$ cat config.mk
export PLATFORM = sky130hd
export DESIGN_NAME = adc_spi_rx_monitor_flat
export DESIGN_NICKNAME = d
export VERILOG_FILES = /design/src/rtl/adc_spi_rx_monitor_if.sv /design/src/rtl/adc_spi_rx_monitor.sv /design/src/flat_wrapper.sv
export SDC_FILE = /design/constraint.sdc
export NUM_CORES = 1
export LEC_CHECK = 0
export ABC_AREA = 1
export CORE_AREA = 2 2 101 103
export CTS_CLUSTER_SIZE = 8
export DETAILED_ROUTE_END_ITERATION = 12
export DIE_AREA = 0 0 103 105
export HOLD_SLACK_MARGIN = 0.08
export PLACE_DENSITY = 0.89
export SLEW_MARGIN = 20
export SYNTH_ARGS = -nofsm -noshare
export SYNTH_HDL_FRONTEND = slang
export SYNTH_SLANG_ARGS = --single-unit
export TNS_END_PERCENT = 30
$ cat constraint.sdc
create_clock -name CLK -period 5.2 [get_ports CLK]
set_clock_uncertainty 0.05 [all_clocks]
set_input_delay 1.04 -clock CLK [delete_from_list [all_inputs] [get_ports CLK]]
set_output_delay 1.04 -clock CLK [all_outputs]
set_load 0.05 [all_outputs]
$ cat src/rtl/adc_spi_rx_monitor_if.sv
// Bus bundle for adc_spi_rx_monitor: the 3-wire ADC config bus tap plus the monitor's results.
// master = bus/readback side (writer model, host); slave = the monitor itself.
interface adc_spi_rx_monitor_if #(
    parameter int BITS = 24
);
    logic [11:0]     CS;
    logic            SCLK;
    logic            SDATA;
    logic [11:0]     SEL_MASK;
    logic            WORD_VLD;
    logic [BITS-1:0] WORD;
    logic [11:0]     WORD_CS;
    logic            FRAME_ERR;
    logic [7:0]      ERR_CNT;
    logic [4:0]      RD_ADDR;
    logic [BITS-1:0] RD_DATA;

    modport master (
        output CS, SCLK, SDATA, SEL_MASK, RD_ADDR,
        input  WORD_VLD, WORD, WORD_CS, FRAME_ERR, ERR_CNT, RD_DATA
    );

    modport slave (
        input  CS, SCLK, SDATA, SEL_MASK, RD_ADDR,
        output WORD_VLD, WORD, WORD_CS, FRAME_ERR, ERR_CNT, RD_DATA
    );
endinterface

$ cat src/rtl/adc_spi_rx_monitor.sv
// Receive-side monitor for the 3-wire ADC config bus: deserializes frames, flags framing errors.
// Define ADC_RX_SHADOW_EN to add the 32-entry shadow copy of the ADC registers for readback.
module adc_spi_rx_monitor #(
    parameter int BITS    = 24,
    parameter int SYNC    = 2,
    parameter int TIMEOUT = 64
) (
    input logic                CLK,
    input logic                RST,
    adc_spi_rx_monitor_if.slave bus
);
    localparam int CNT_W = $clog2(BITS + 2);
    localparam int TMO_W = $clog2(TIMEOUT + 1);
    localparam logic [CNT_W-1:0] CNT_FULL = CNT_W'(BITS);
    localparam logic [CNT_W-1:0] CNT_SAT  = CNT_W'(BITS + 1);
    localparam logic [TMO_W-1:0] TMO_LAST = TMO_W'(TIMEOUT - 1);

    typedef enum logic [1:0] {S_WAIT, S_IDLE, S_SHIFT, S_END} state_t;

    logic [11:0]      cs_pipe [SYNC];
    logic [SYNC-1:0]  sclk_pipe;
    logic [SYNC-1:0]  sdata_pipe;
    logic             sclk_d;
    logic [11:0]      cs_s;
    logic             sclk_s, sdata_s, rise, cs_act;

    state_t           state;
    logic [CNT_W-1:0] cnt;
    logic [TMO_W-1:0] tmo;
    logic [BITS-1:0]  shreg;
    logic [11:0]      cs_cap;
    logic             word_vld_q, frame_err_q;
    logic [BITS-1:0]  word_q;
    logic [11:0]      word_cs_q;
    logic [7:0]       err_cnt_q;

    function automatic logic [7:0] sat_inc(input logic [7:0] v);
        return (v == 8'hFF) ? v : v + 8'd1;
    endfunction

    // Synchronizers are left unreset so a reset mid-frame still sees CS high and parks in WAIT.
    always_ff @(posedge CLK) begin
        // NOTE: non-blocking assignments make each stage take the previous stage's old value.
        cs_pipe[0]    <= bus.CS;
        sclk_pipe[0]  <= bus.SCLK;
        sdata_pipe[0] <= bus.SDATA;
        for (int i = 1; i < SYNC; i++) begin
            cs_pipe[i]    <= cs_pipe[i-1];
            sclk_pipe[i]  <= sclk_pipe[i-1];
            sdata_pipe[i] <= sdata_pipe[i-1];
        end
        sclk_d <= sclk_s;
    end

    assign cs_s    = cs_pipe[SYNC-1];
    assign sclk_s  = sclk_pipe[SYNC-1];
    assign sdata_s = sdata_pipe[SYNC-1];
    assign rise    = sclk_s & ~sclk_d;
    assign cs_act  = |(cs_s & bus.SEL_MASK);

    always_ff @(posedge CLK) begin
        if (RST) begin
            state       <= S_WAIT;
            cnt         <= '0;
            tmo         <= '0;
            word_vld_q  <= 1'b0;
            frame_err_q <= 1'b0;
            word_q      <= '0;
            word_cs_q   <= '0;
            err_cnt_q   <= '0;
        end else begin
            word_vld_q  <= 1'b0;
            frame_err_q <= 1'b0;
            unique case (state)
                S_WAIT: if (!cs_act) state <= S_IDLE;
                S_IDLE: begin
                    if (cs_act) begin
                        state  <= S_SHIFT;
                        cnt    <= '0;
                        tmo    <= '0;
                        cs_cap <= cs_s & bus.SEL_MASK;
                    end
                end
                S_SHIFT: begin
                    if (rise) begin
                        shreg <= {shreg[BITS-2:0], sdata_s};
                        if (cnt != CNT_SAT) cnt <= cnt + 1'b1;
                        tmo <= '0;
                    end else begin
                        tmo <= tmo + 1'b1;
                    end
                    // Frame end wins over a coincident timeout; a rise on the last cycle is kept.
                    if (!cs_act) begin
                        state <= S_END;
                    end else if (!rise && tmo == TMO_LAST) begin
                        frame_err_q <= 1'b1;
                        err_cnt_q   <= sat_inc(err_cnt_q);
                        state       <= S_WAIT;
                    end
                end
                S_END: begin
                    if (cnt == CNT_FULL) begin
                        word_q     <= shreg;
                        word_cs_q  <= cs_cap;
                        word_vld_q <= 1'b1;
                    end else begin
                        frame_err_q <= 1'b1;
                        err_cnt_q   <= sat_inc(err_cnt_q);
                    end
                    state <= S_IDLE;
                end
                default: state <= S_WAIT;
            endcase
        end
    end

    assign bus.WORD_VLD  = word_vld_q;
    assign bus.WORD      = word_q;
    assign bus.WORD_CS   = word_cs_q;
    assign bus.FRAME_ERR = frame_err_q;
    assign bus.ERR_CNT   = err_cnt_q;

`ifdef ADC_RX_SHADOW_EN
    function automatic logic [4:0] shadow_index(input logic [7:0] addr);
        case (addr)
            8'h00: return 5'h00;
            8'h01: return 5'h01;
            8'h0F: return 5'h02;
            8'h11: return 5'h03;
            8'h12: return 5'h04;
            8'h14: return 5'h05;
            8'h24: return 5'h06;
            8'h25: return 5'h07;
            8'h26: return 5'h08;
            8'h27: return 5'h09;
            8'h2A: return 5'h0A;
            8'h2B: return 5'h0B;
            8'h42: return 5'h0C;
            8'h45: return 5'h0D;
            8'h46: return 5'h0E;
            8'hE2: return 5'h0F;
            8'hE3: return 5'h10;
            default: return 5'h1F;
        endcase
    endfunction

    logic [BITS-1:0] shadow_ram [32];
    logic            wr_en;
    logic [4:0]      wr_idx;

    assign wr_en  = !RST && (state == S_END) && (cnt == CNT_FULL);
    assign wr_idx = shadow_index(shreg[BITS-1:BITS-8]);

    // NOTE: the RAM has no reset; it keeps the last configuration across RST by design.
    always_ff @(posedge CLK) begin
        if (wr_en) shadow_ram[wr_idx] <= shreg;
    end

    assign bus.RD_DATA = shadow_ram[bus.RD_ADDR];
`else
    logic rd_addr_unused;
    assign rd_addr_unused = ^bus.RD_ADDR;
    assign bus.RD_DATA    = '0;
`endif
endmodule

$ cat src/flat_wrapper.sv
// flat-port wrapper written by rule: the top's interface ports become plain ports
module adc_spi_rx_monitor_flat 
#(
    parameter int BITS    = 24,
    parameter int SYNC    = 2,
    parameter int TIMEOUT = 64
)
  (CLK, RST, bus_CS, bus_SCLK, bus_SDATA, bus_SEL_MASK, bus_RD_ADDR, bus_WORD_VLD, bus_WORD, bus_WORD_CS, bus_FRAME_ERR, bus_ERR_CNT, bus_RD_DATA);
  adc_spi_rx_monitor_if #(.BITS(BITS)) bus_i ();
  input logic CLK;
  input logic RST;
  input wire logic [$bits(bus_i.CS)-1:0] bus_CS;
  input wire logic [$bits(bus_i.SCLK)-1:0] bus_SCLK;
  input wire logic [$bits(bus_i.SDATA)-1:0] bus_SDATA;
  input wire logic [$bits(bus_i.SEL_MASK)-1:0] bus_SEL_MASK;
  input wire logic [$bits(bus_i.RD_ADDR)-1:0] bus_RD_ADDR;
  output wire logic [$bits(bus_i.WORD_VLD)-1:0] bus_WORD_VLD;
  output wire logic [$bits(bus_i.WORD)-1:0] bus_WORD;
  output wire logic [$bits(bus_i.WORD_CS)-1:0] bus_WORD_CS;
  output wire logic [$bits(bus_i.FRAME_ERR)-1:0] bus_FRAME_ERR;
  output wire logic [$bits(bus_i.ERR_CNT)-1:0] bus_ERR_CNT;
  output wire logic [$bits(bus_i.RD_DATA)-1:0] bus_RD_DATA;
  assign bus_i.CS = bus_CS;
  assign bus_i.SCLK = bus_SCLK;
  assign bus_i.SDATA = bus_SDATA;
  assign bus_i.SEL_MASK = bus_SEL_MASK;
  assign bus_i.RD_ADDR = bus_RD_ADDR;
  assign bus_WORD_VLD = bus_i.WORD_VLD;
  assign bus_WORD = bus_i.WORD;
  assign bus_WORD_CS = bus_i.WORD_CS;
  assign bus_FRAME_ERR = bus_i.FRAME_ERR;
  assign bus_ERR_CNT = bus_i.ERR_CNT;
  assign bus_RD_DATA = bus_i.RD_DATA;
  adc_spi_rx_monitor #(.BITS(BITS), .SYNC(SYNC), .TIMEOUT(TIMEOUT)) u_core (.CLK(CLK), .RST(RST), .bus(bus_i));
endmodule
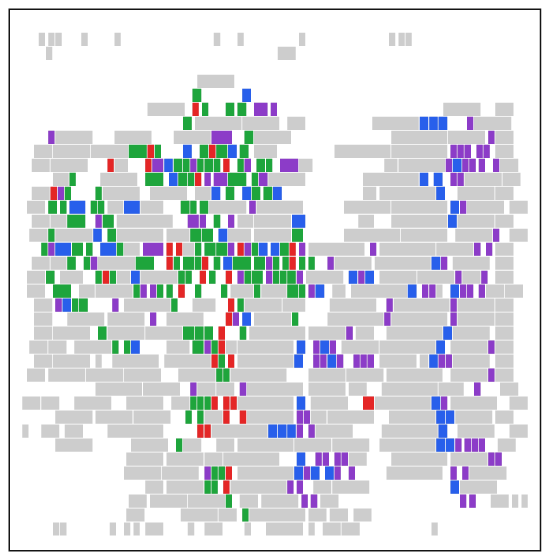
logic_types.png
Key: red = inv cells [cells 35]; blue = aoi and oai cells [cells 59]; green = nand cells [cells 116]; purple = nor cells [cells 111]

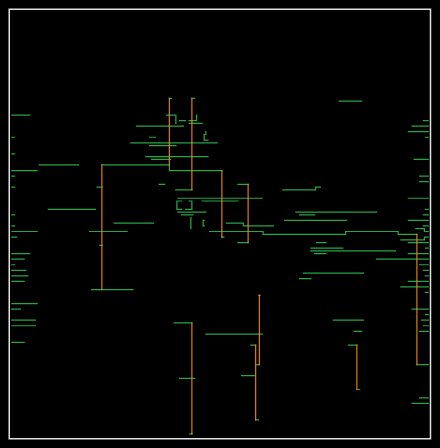
wires.png
Two of the layers only.
Key: green = metal 3 [wire length 595 um]; orange = metal 4 [wire length 205 um]

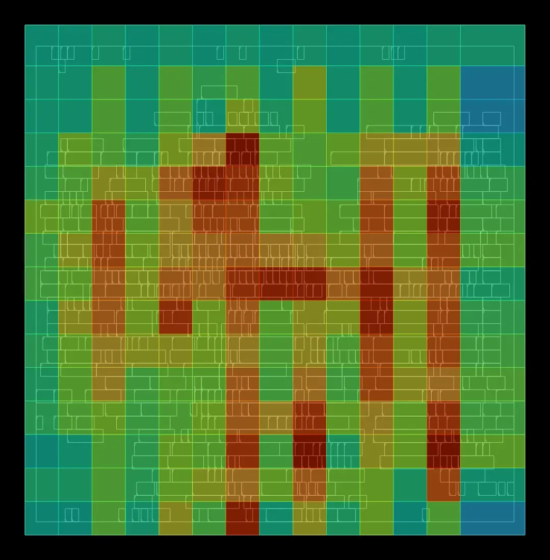
congestion.png
Tot GR Track Use: 17.6%
Finished Core Util: 62.8%
most used routing layer: met2
met3 usage: 4.95%

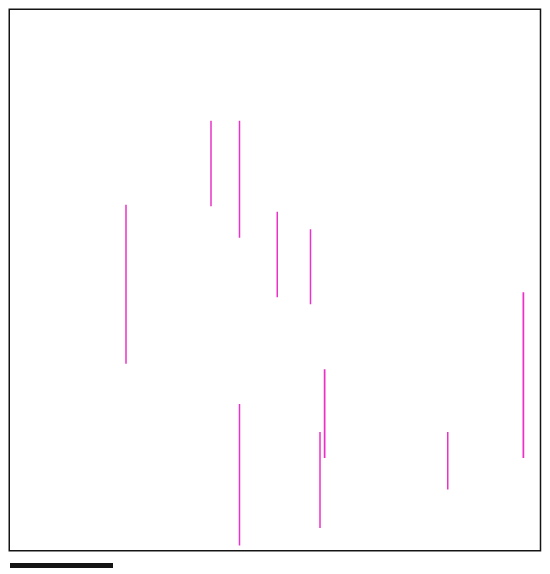
layer_met4.png
The bar under the picture is 20 um long.
The layer carries 205 um of wire. The wires run mostly vertical.

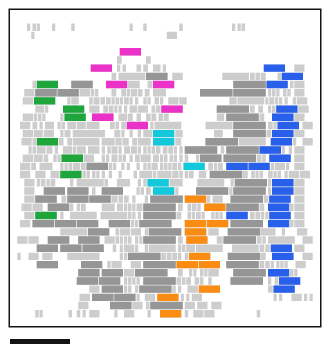
flops_by_reg.png
The bar under the picture is 20 um long. Other sequential cells in the stronger gray, the rest of the logic in the fainter gray.
Key: green = u_core.bus.ERR_CNT [flops 8]; cyan = u_core.cnt [flops 5, where center]; magenta = u_core.tmo [flops 7, where north]; orange = u_core.bus.WORD_CS [flops 12, where south]; blue = u_core.bus.WORD [flops 24]

[area by class of cell]
cell class / instances / share of cell area, %
timing repair buffer: 75 / 12.3
multi-input combinational: 326 / 26.0
tap: 133 / 2.75
sequential: 125 / 47.3
clock inverter: 13 / 2.31
inverter: 35 / 2.21
clock buffer: 19 / 7.13
[stage by stage]
step / area [um2] / hold WS, ns / utilization (%) / power, mW
after floorplan: 4850 / 0.260 / - / 1.44
after global placement: 5480 / 0.260 / 56.8 / 1.50
after detailed placement: 5480 / 0.262 / 56.8 / 1.52
after CTS: 6050 / 0.272 / 62.8 / 2.64
after global routing: 6050 / 0.271 / 62.8 / 2.73
final: 6050 / 0.271 / 62.8 / 2.63
[synth_stat cells, drive strengths merged]
library cell  count  area share [%]
edfxtp           36              23
clkinv            2            0.16
nor3              2            0.21
inv              33             2.7
nand4             9             1.2
ha                9             2.4
nand3            33             4.2
buf              32             5.1
nand2            74             6.0
or2               1            0.13
xnor2             3            0.55
a21oi            20             2.4
o21ai            38             4.0
xor2              3            0.55
o21bai            1            0.16
conb              1           0.079
clkbuf            8            0.95
nor2            107             8.8
nor3b             2            0.31
dfxtp            89              37
[cell families (layout without fill, tap and decap cells)]
| kind of cell | Yosys count | in the layout |
|---|---|---|
| xor gates and xnor gates | 6 | 6 |
| buffers and inverters | 75 | 142 |
| AOI/OAI and AO/OA | 59 | 59 |
| and+or+nand+nor | 228 | 228 |
| DFF | 125 | 125 |
| other | 1 | 24 |
| adders and majority gates | 9 | 9 |
[sequential cells by signal, summed over array words and instances, names as in the netlist, 2 cells and up]
signal and count:
u_core.bus.WORD 24, u_core.cs_pipe 24, u_core.shreg 24, u_core.bus.WORD_CS 12, u_core.cs_cap 12, u_core.bus.ERR_CNT 8, u_core.tmo 7, u_core.cnt 5
u_core.sclk_pipe 2, u_core.sdata_pipe 2, u_core.state 2
[layer usage]
layer  track usage, %  wire length, um  up-vias
met4             9.12              205        0
met1             20.3             3760     1601
li1                 -                -     1745
met5                0                0        -
met3             4.95              594       22
met2             29.1             4540      167
[power by group through the flow]
stage / registers (mW) / logic [mW] / clock network, mW
CTS: 1.10 / 0.412 / 1.13
global route: 1.11 / 0.453 / 1.17
global placement: 1.12 / 0.385 / 0
detailed placement: 1.12 / 0.406 / 0
floorplan: 1.15 / 0.289 / 0
finish: 1.10 / 0.416 / 1.12
[worst max-delay path by stage]
| stage | start | endpoint | cells after the start |
|---|---|---|---|
| floorplan | RST | u_core.shreg[0]$_DFFE_PP_ | 2 |
| global placement | RST | u_core.cs_cap[5]$_DFFE_PP_ | 5 |
| detailed placement | RST | u_core.cs_cap[2]$_DFFE_PP_ | 5 |
| CTS | u_core.bus.ERR_CNT[3]$_SDFFE_PP0P_ | bus_ERR_CNT[3] | 1 |
| global route | u_core.bus.ERR_CNT[3]$_SDFFE_PP0P_ | bus_ERR_CNT[3] | 1 |
| finish | u_core.bus.ERR_CNT[3]$_SDFFE_PP0P_ | bus_ERR_CNT[3] | 1 |
==> results.toml <==
# flow metrics
[yosys]
xor_area_share_pct = 1.10
yosys_cells = 503
yosys.area_share.aoi_pct = 6.56

[outcome]
status = "complete, no violations"

[grt]
grt_max_degree = 47

[route]
initialDrtViolationCount = 334
viasPerCell = 4.87
first_pass_iters = 5
detail_route.wl_per_cell_um = 12.5

[setup_path]
reg2reg_depth = 10
worstSetupPathType = "reg2out"

[die]
coreArea_mm2 = 0.00964
num_rows = 36

[placed_design]
portBuffers = 73

[job]
warnings = 36
drv_cap = 0

[clock_tree]
cts_hold_buf = 0
cts_root_buf = "clkbuf_8"

[layout]
final_cells = 726
mostFrequentLayoutCell = "nor2_1"
fillers = 754

[worst_hold_path]
hold_depth = 0

[power_and_ir_drop]
p_per_area_mw_per_mm2 = 435
Power is estimated from default activity; no workload was simulated.
